===== config.mk =====
export PLATFORM = sky130hd
export DESIGN_NAME = dma_cmd_scheduler
export DESIGN_NICKNAME = d
export VERILOG_FILES = /design/src/rtl/dma_cmd_scheduler.sv
export SDC_FILE = /design/constraint.sdc
export NUM_CORES = 1
export LEC_CHECK = 0
export CAP_MARGIN = 20
export CORE_MARGIN = 2
export CORE_UTILIZATION = 41
export CTS_CLUSTER_SIZE = 25
export DETAILED_ROUTE_END_ITERATION = 8
export GPL_TIMING_DRIVEN = 0
export PLACE_DENSITY = 0.79
export SYNTH_ARGS = -nofsm -noshare
export SYNTH_HDL_FRONTEND = slang
export SYNTH_SLANG_ARGS = --single-unit

===== constraint.sdc =====
create_clock -name HCLK -period 3.4 [get_ports HCLK]
set_clock_uncertainty 0.2 [all_clocks]
set_input_delay 0.34 -clock HCLK [delete_from_list [all_inputs] [get_ports HCLK]]
set_output_delay 0.34 -clock HCLK [all_outputs]
set_load 0.05 [all_outputs]

===== src/rtl/dma_cmd_scheduler.sv =====
// Round-robin arbiter sharing one DMA command channel between NUM_REQ requesters.
// Grants one command at a time, pulses the core start and waits for done or a watchdog.
module dma_cmd_scheduler #(
    parameter int NUM_REQ        = 4,
    parameter int TIMEOUT_CYCLES = 1024
) (
    input  logic                         HCLK,
    input  logic                         HRESET,
    input  logic [NUM_REQ-1:0]           req_valid,
    output logic [NUM_REQ-1:0]           req_ready,
    input  logic [NUM_REQ*16-1:0]        req_addr_high,
    input  logic [NUM_REQ*16-1:0]        req_addr_low,
    input  logic [NUM_REQ*6-1:0]         req_length,
    input  logic                         CoreSystem_Master_Done,
    output logic                         o_CoreSystemStart,
    output logic [15:0]                  o_RCC_DMA_ADDR_HIGH,
    output logic [15:0]                  o_RCC_DMA_ADDR_LOW,
    output logic [5:0]                   o_RCC_BUFFER_LENGTH,
    output logic [$clog2(NUM_REQ)-1:0]   o_grant_id,
    output logic                         o_busy,
    output logic                         o_len_err,
    output logic                         o_timeout
);

    localparam int IDW = $clog2(NUM_REQ);
    localparam int CW  = $clog2(TIMEOUT_CYCLES);

    typedef enum logic [1:0] {
        ST_IDLE  = 2'd0,
        ST_ISSUE = 2'd1,
        ST_WAIT  = 2'd2
    } state_t;

    state_t           state_q, state_d;
    logic [IDW-1:0]   rr_q, rr_d;
    logic [CW-1:0]    cnt_q, cnt_d;
    logic [15:0]      hi_q, hi_d;
    logic [15:0]      lo_q, lo_d;
    logic [5:0]       len_q, len_d;
    logic [IDW-1:0]   gid_q, gid_d;
    logic             start_q, start_d;
    logic             busy_q, busy_d;
    logic             len_err_q, len_err_d;
    logic             timeout_q, timeout_d;

    logic             found_s;
    logic [IDW-1:0]   win_s;
    logic [IDW-1:0]   nxt_ptr_s;
    logic [15:0]      sel_hi_s;
    logic [15:0]      sel_lo_s;
    logic [5:0]       sel_len_s;

    // Round-robin search: first valid requester starting at rr_q, wrapping modulo NUM_REQ.
    always_comb begin : winner_search
        logic [IDW-1:0] idx_v;
        found_s = 1'b0;
        win_s   = '0;
        idx_v   = '0;
        for (int k = 0; k < NUM_REQ; k++) begin
            idx_v   = IDW'((int'(rr_q) + k) % NUM_REQ);
            win_s   = (!found_s && req_valid[idx_v]) ? idx_v : win_s;
            found_s = found_s | req_valid[idx_v];
        end
    end

    // Winner payload and the pointer value that follows it.
    always_comb begin
        sel_hi_s  = req_addr_high[16*win_s +: 16];
        sel_lo_s  = req_addr_low[16*win_s +: 16];
        sel_len_s = req_length[6*win_s +: 6];
        nxt_ptr_s = (win_s == IDW'(NUM_REQ - 1)) ? '0 : win_s + IDW'(1);
    end

    // Grant is only offered while idle, one-hot at the winner.
    always_comb begin
        req_ready = '0;
        if (state_q == ST_IDLE && found_s) begin
            req_ready = {{(NUM_REQ-1){1'b0}}, 1'b1} << win_s;
        end else begin
            req_ready = '0;
        end
    end

    // Next-state and registered-output logic.
    always_comb begin
        state_d   = state_q;
        rr_d      = rr_q;
        cnt_d     = cnt_q;
        hi_d      = hi_q;
        lo_d      = lo_q;
        len_d     = len_q;
        gid_d     = gid_q;
        len_err_d = 1'b0;
        timeout_d = 1'b0;
        case (state_q)
            ST_IDLE: begin
                cnt_d = '0;
                if (found_s) begin
                    rr_d = nxt_ptr_s;
                    if (sel_len_s == 6'd0) begin
                        len_err_d = 1'b1;
                    end else begin
                        hi_d    = sel_hi_s;
                        lo_d    = sel_lo_s;
                        len_d   = sel_len_s;
                        gid_d   = win_s;
                        state_d = ST_ISSUE;
                    end
                end else begin
                    rr_d = rr_q;
                end
            end
            ST_ISSUE: begin
                // Counting the ISSUE edge lets expiry land TIMEOUT_CYCLES-1 edges into WAIT.
                cnt_d   = cnt_q + CW'(1);
                state_d = ST_WAIT;
            end
            ST_WAIT: begin
                cnt_d = cnt_q + CW'(1);
                if (CoreSystem_Master_Done) begin
                    state_d = ST_IDLE;
                end else if (cnt_q == CW'(TIMEOUT_CYCLES - 1)) begin
                    timeout_d = 1'b1;
                    state_d   = ST_IDLE;
                end else begin
                    state_d = ST_WAIT;
                end
            end
            default: begin
                state_d = ST_IDLE;
            end
        endcase
        start_d = (state_d == ST_ISSUE);
        busy_d  = (state_d != ST_IDLE);
    end

    // State and output registers.
    always_ff @(posedge HCLK or posedge HRESET) begin
        if (HRESET) begin
            state_q   <= ST_IDLE;
            rr_q      <= '0;
            cnt_q     <= '0;
            hi_q      <= 16'd0;
            lo_q      <= 16'd0;
            len_q     <= 6'd0;
            gid_q     <= '0;
            start_q   <= 1'b0;
            busy_q    <= 1'b0;
            len_err_q <= 1'b0;
            timeout_q <= 1'b0;
        end else begin
            state_q   <= state_d;
            rr_q      <= rr_d;
            cnt_q     <= cnt_d;
            hi_q      <= hi_d;
            lo_q      <= lo_d;
            len_q     <= len_d;
            gid_q     <= gid_d;
            start_q   <= start_d;
            busy_q    <= busy_d;
            len_err_q <= len_err_d;
            timeout_q <= timeout_d;
        end
    end

    assign o_CoreSystemStart   = start_q;
    assign o_RCC_DMA_ADDR_HIGH = hi_q;
    assign o_RCC_DMA_ADDR_LOW  = lo_q;
    assign o_RCC_BUFFER_LENGTH = len_q;
    assign o_grant_id          = gid_q;
    assign o_busy              = busy_q;
    assign o_len_err           = len_err_q;
    assign o_timeout           = timeout_q;

endmodule


==> out/qor.json, run 1 <==
{
  "status": {"value": "finished, final reports clean"},
  "cp_cell_sequence": {"value": "clkdlybuf4s50_1 > nor2b_4 > or4b_1 > buf_4 > nand2_4 > inv_1 > clkbuf_8 > clkbuf_8 > ha_1 > and3_1 > buf_4"},
  "cp_slowest_cell": {"value": "sky130_fd_sc_hd__or4b_1"},
  "synth.ff_latch_count": {"value": 58},
  "pwr-share-seq": {"value": 0.195},
  "wl": {"value": 14.77, "unit": "mm"},
  "hold_buffers": {"value": 0},
  "comb_area_share": {"value": 0.3651},
  "nFlopsAndLatches": {"value": 58},
  "p_comb": {"value": 0.00438, "unit": "W"},
  "flop_area": {"value": 1453, "unit": "µm²"},
  "row_count": {"value": 36},
  "non_filler_cells_in_the_finished_layout": {"value": 834},
  "worst_hold_path_type": {"value": "in2async"},
  "grt_overflow_total": {"value": 0},
  "cp_data_arrival_time": {"value": 2.78, "unit": "ns"},
  "detailed_place_hpwl": {"value": 11.16, "unit": "mm"},
  "synth.yosys.warnings": {"value": 0},
  "setup_ws": {"value": 0.08158, "unit": "ns"},
  "die-width": {"value": 103.8, "unit": "µm"},
  "hold_slack": {"value": 0.1974, "unit": "ns"},
  "synth-simple-area-share": {"value": 0.2807},
  "nFillCells": {"value": 811},
  "cts_root_buf": {"value": "sky130_fd_sc_hd__clkbuf_8"},
  "ctsLongestPathBuffers": {"value": 2},
  "clock_tree_area_fraction": {"value": 0.02616},
  "synthDistinctLibCells": {"value": 45},
  "final_cell_area": {"value": 6553, "unit": "µm²"},
  "global_route.usage.met2": {"value": 0.4749},
  "power.internal": {"value": 0.003144, "unit": "W"},
  "final.min_clock_period": {"value": 3.318, "unit": "ns"},
  "synth.avg_cell_area": {"value": 8.541, "unit": "µm²"},
  "timing_hold_violations_final": {"value": 0},
  "topCellsByArea": {"value": "sky130_fd_sc_hd__dfrtp_1 36%, sky130_fd_sc_hd__nand2_1 14%, sky130_fd_sc_hd__mux2_4 13%, sky130_fd_sc_hd__and3_1 6.0%, sky130_fd_sc_hd__a31oi_1 4.9%"},
  "synth.cells.most_frequent": {"value": "151 x sky130_fd_sc_hd__nand2_1, 58 x sky130_fd_sc_hd__dfrtp_1, 39 x sky130_fd_sc_hd__and3_1"},
  "crit_required": {"value": 2.86, "unit": "ns"},
  "clock_buffers": {"value": 11},
  "top_logic_kind": {"value": "simple AND/OR/NAND/NOR gates"},
  "critical_setup_path_kind": {"value": "in2out"},
  "highest_clock_frequency_the_design_can_meet": {"value": 0.3013, "unit": "GHz"},
  "clock_latency": {"value": 0.35, "unit": "ns"},
  "vdd_ir_drop_max": {"value": 0.6580, "unit": "mV"},
  "met1_wirelength": {"value": 6.318, "unit": "mm"},
  "met3_length": {"value": 1.089, "unit": "mm"},
  "maxCapViolations": {"value": 0},
  "fin_tns_setup": {"value": 0, "unit": "ns"},
  "openroad.warnings": {"value": 31},
  "setup_violating_endpoint_count_in_the_final_report": {"value": 0},
  "floorplan.tapcells": {"value": 133},
  "endpoint_kind": {"value": "output pin"},
  "synth_stat.cells": {"value": 478},
  "grt_antenna_before_repair": {"value": 0},
  "inv_count": {"value": 16},
  "dr.max_layer_used": {"value": "met4"},
  "dieHeight": {"value": 103.8, "unit": "µm"},
  "mostFrequentLayoutCells": {"value": "199 x sky130_fd_sc_hd__clkdlybuf4s50_1, 150 x sky130_fd_sc_hd__nand2_1, 57 x sky130_fd_sc_hd__dfrtp_1"},
  "gr-usage-met1": {"value": 0.3548},
  "fp_util": {"value": 0.4196},
  "viasPerCell": {"value": 5.251},
  "area_delta_synth_final": {"value": 60.50, "unit": "%"},
  "clockNetworkPower": {"value": 0.000568, "unit": "W"},
  "detail_route.iter0.violations": {"value": 181},
  "sw_ratio": {"value": 0.4886},
  "antenna_cells_inserted": {"value": 0},
  "worst-slew-pin-transition": {"value": 0.6852, "unit": "ns"},
  "largestClassByArea": {"value": "multi-input combinational cells"},
  "seq_share": {"value": 0.2217},
  "wire_per_inst": {"value": 17.71, "unit": "µm"},
  "final.signal_buffer_count": {"value": 240},
  "dpl_cell_area": {"value": 6331, "unit": "µm²"},
  "num-nets-final": {"value": 863},
  "grt_start_max_net_pins": {"value": 32},
  "mostFrequentLayoutCell": {"value": "sky130_fd_sc_hd__clkdlybuf4s50_1"},
  "wl_met2": {"value": 7.081, "unit": "mm"},
  "global_route.usage.met3": {"value": 0.06860},
  "residual_drc": {"value": 0},
  "numPortBuffers": {"value": 206},
  "synth.area.mux_share": {"value": 0.1355},
  "nonClkBufAreaFrac": {"value": 0.3525},
  "firstDrtPassIters": {"value": 4},
  "portion_of_total_power_attributed_to_the_clock_network": {"value": 0.092},
  "place.gp.congestion": {"value": 0.8870},
  "area_inside_the_core_boundary": {"value": 9729, "unit": "µm²"},
  "dp.cells": {"value": 818},
  "worst_setup_hold_path_clk_slew": {"value": 0.07, "unit": "ns"}
}
run 1: path summary, 6_finish.rpt:
path / from / endpoint / slack, ns / depth (start not counted)
max in group asynchronous: HRESET / rr_q[0] / 2.19 / 3
min in group HCLK: cnt_q[3] / cnt_q[3] / 0.30 / 1
worst max register to register: rr_q[1] / o_RCC_DMA_ADDR_HIGH[13] / 0.27 / 10
worst min register to register: cnt_q[3] / cnt_q[3] / 0.30 / 1
worst max-delay path: req_valid[2] / req_ready[2] / 0.08 / 11
worst min-delay path: HRESET / o_RCC_DMA_ADDR_LOW[8] / 0.20 / 2
run 1: timing repair:
action | in CTS | in global routing
endpoints found under the setup margin | 38 | 12
gates resized | 42 | 11
buffers inserted | 0 | 0
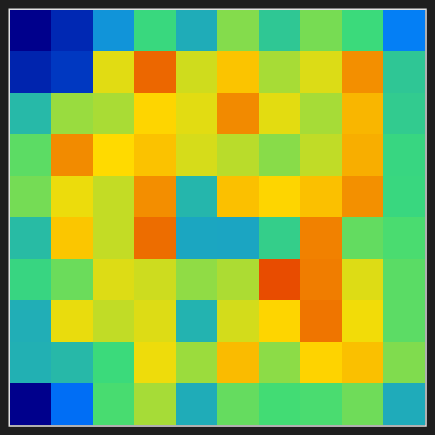
**Above:** run 1 (placement density heat map).
Drawn at 4 px/µm. The die is cut into 10 by 10 equal tiles; dark blue is low, red is high, 0 to 100% covered.
tiles over 75% full: 25%
mean over tiles: 59%
emptiest ninth of the die: upper left
nearly empty tiles: 2.0%
fullest tile: 91%

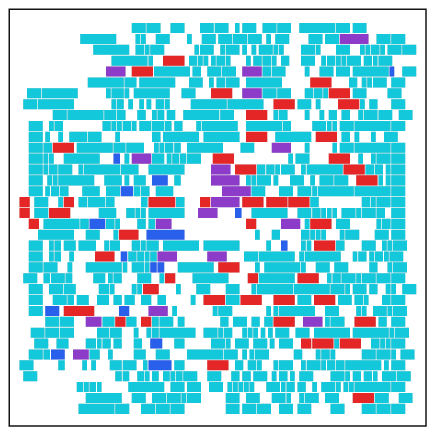
**Above:** run 1 (cells by drive strength).
Drawn at 4 px/µm.
[red] _3 and _4 cells | cells: 50 | most used: mux2_4
[purple] _6 and larger | cells: 19 | most used: clkbuf_8
[cyan] _0 and _1 cells | cells: 616 | most used: clkdlybuf4s50_1
[blue] _2 cells | cells: 16 | most used: clkinv_2

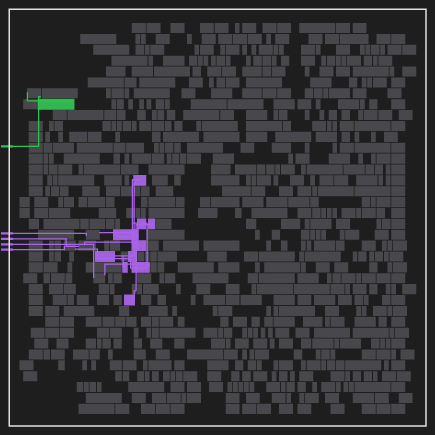
**Above:** run 1 (wires at chosen ports, followed through buffers).
Drawn at 4 px/µm.
[green] o_CoreSystemStart | direction: output | end cells: 1 | wire: 33.1 µm
[purple] req_valid | direction: input | end cells: 13 | wire: 232 µm

--- run 2 (diff from run 1) ---
Clock period 3.4 ns to 3.45 ns, I/O delays scaled along.
==> run 2 against run 1 <==
  * Sequential cell count unchanged
  * Sequential share of layout area about the same
  * Design area decreased by 0.11%
==> out/qor.json, run 2 <==
{
  "reg2reg_from": {"value": "rr_q[1]"},
  "nonClkBufAreaFrac": {"value": 0.3517},
  "area_delta_synth_final": {"value": 60.31, "unit": "%"},
  "nFillCells": {"value": 812},
  "reg2reg_depth": {"value": 10},
  "maxCapViolations": {"value": 0},
  "row_count": {"value": 36},
  "portion_of_total_power_attributed_to_the_clock_network": {"value": 0.092},
  "power.internal": {"value": 0.003090, "unit": "W"},
  "wire_per_inst": {"value": 17.79, "unit": "µm"},
  "grt_overflow_total": {"value": 0},
  "dpl_cell_area": {"value": 6331, "unit": "µm²"},
  "viasPerCell": {"value": 5.294},
  "synth.avg_cell_area": {"value": 8.541, "unit": "µm²"},
  "setup_violating_endpoint_count_in_the_final_report": {"value": 0},
  "timing.critical_path.from": {"value": "req_valid[2]"},
  "setup.reg_to_reg.worst_slack": {"value": 0.31, "unit": "ns"},
  "synth_stat.cells": {"value": 478},
  "worst_setup_hold_path_clk_slew": {"value": 0.07, "unit": "ns"},
  "worst-slew-pin-transition": {"value": 0.7038, "unit": "ns"},
  "cts.repair_timing.setup_buffer_count": {"value": 0},
  "synthDistinctLibCells": {"value": 45},
  "comb_area_share": {"value": 0.3655},
  "final.signal_buffer_count": {"value": 239},
  "highest_clock_frequency_the_design_can_meet": {"value": 0.2971, "unit": "GHz"},
  "ctsLongestPathBuffers": {"value": 2},
  "p_comb": {"value": 0.00431, "unit": "W"},
  "sw_ratio": {"value": 0.4894},
  "dieHeight": {"value": 103.8, "unit": "µm"},
  "grt_antenna_before_repair": {"value": 0},
  "setup_ws": {"value": 0.08379, "unit": "ns"},
  "clock_latency": {"value": 0.35, "unit": "ns"},
  "synth.cells.most_frequent": {"value": "151 x sky130_fd_sc_hd__nand2_1, 58 x sky130_fd_sc_hd__dfrtp_1, 39 x sky130_fd_sc_hd__and3_1"},
  "non_filler_cells_in_the_finished_layout": {"value": 833},
  "firstDrtPassIters": {"value": 4},
  "openroad.warnings": {"value": 31},
  "die-width": {"value": 103.8, "unit": "µm"},
  "fin_tns_setup": {"value": 0, "unit": "ns"},
  "timing_hold_violations_final": {"value": 0},
  "final_cell_area": {"value": 6545, "unit": "µm²"},
  "grt_start_max_net_pins": {"value": 32},
  "inv_count": {"value": 16},
  "floorplan.tapcells": {"value": 133},
  "status": {"value": "finished, final reports clean"},
  "critical_setup_path_kind": {"value": "in2out"},
  "mostFrequentLayoutCell": {"value": "sky130_fd_sc_hd__clkdlybuf4s50_1"},
  "cts_repair_resize_count": {"value": 38},
  "clock_tree_area_fraction": {"value": 0.02619},
  "nFlopsAndLatches": {"value": 58},
  "detail_route.iter0.violations": {"value": 210},
  "clockNetworkPower": {"value": 0.000559, "unit": "W"},
  "largestClassByArea": {"value": "multi-input combinational cells"},
  "residual_drc": {"value": 0},
  "detailed_place_hpwl": {"value": 11.16, "unit": "mm"}
}
run 2: cell counts after synthesis:
Identical to the previous run, type by type.
run 2: cells by family (layout without fill, tap and decap cells):
logic type / Yosys count / count (layout) / synth area share
DFF: 58 / 58 / 0.3555
adders and majority gates: 8 / 8 / 0.02452
AOI/OAI and AO/OA: 74 / 74 / 0.1293
and+or+nand+nor: 246 / 246 / 0.2807
buffers and inverters: 49 / 271 / 0.06375
muxes: 38 / 38 / 0.1355
xor gates and xnor gates: 5 / 5 / 0.01073
run 2: metal layers:
layer  routed length, µm  vias to the layer above  track usage  part of all wire
met4                 278                        0      0.08591             0.019
met5                   0                        -            0                 0
met2                7133                      194       0.4768              0.48
li1                    -                     2094            -                 -
met3                1161                       21      0.06860             0.078
met1                6242                     2101       0.3524              0.42
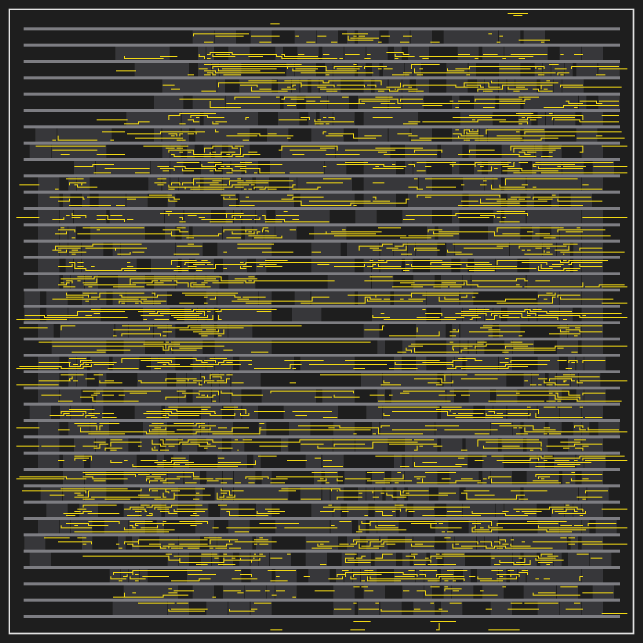
**Above:** run 2 (met1 routing).
Drawn at 6 px/µm. Supply wires on this layer in grey.
share of all routed wire: 42%
nets with wire on the layer: 770
main direction: horizontal
aggregate routed wire length: 14.82 mm
via count of the routed design: 4410

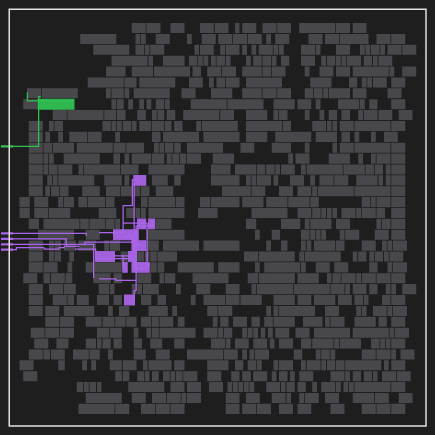
**Above:** run 2 (wires at chosen ports, followed through buffers).
Drawn at 4 px/µm.
[purple] req_valid | direction: input | end cells: 13 | wire: 236 µm
[green] o_CoreSystemStart | direction: output | end cells: 1 | wire: 33.1 µm
Ports: 207
Port Buf Inserts: 206

Power and IR drop assume default switching activity.
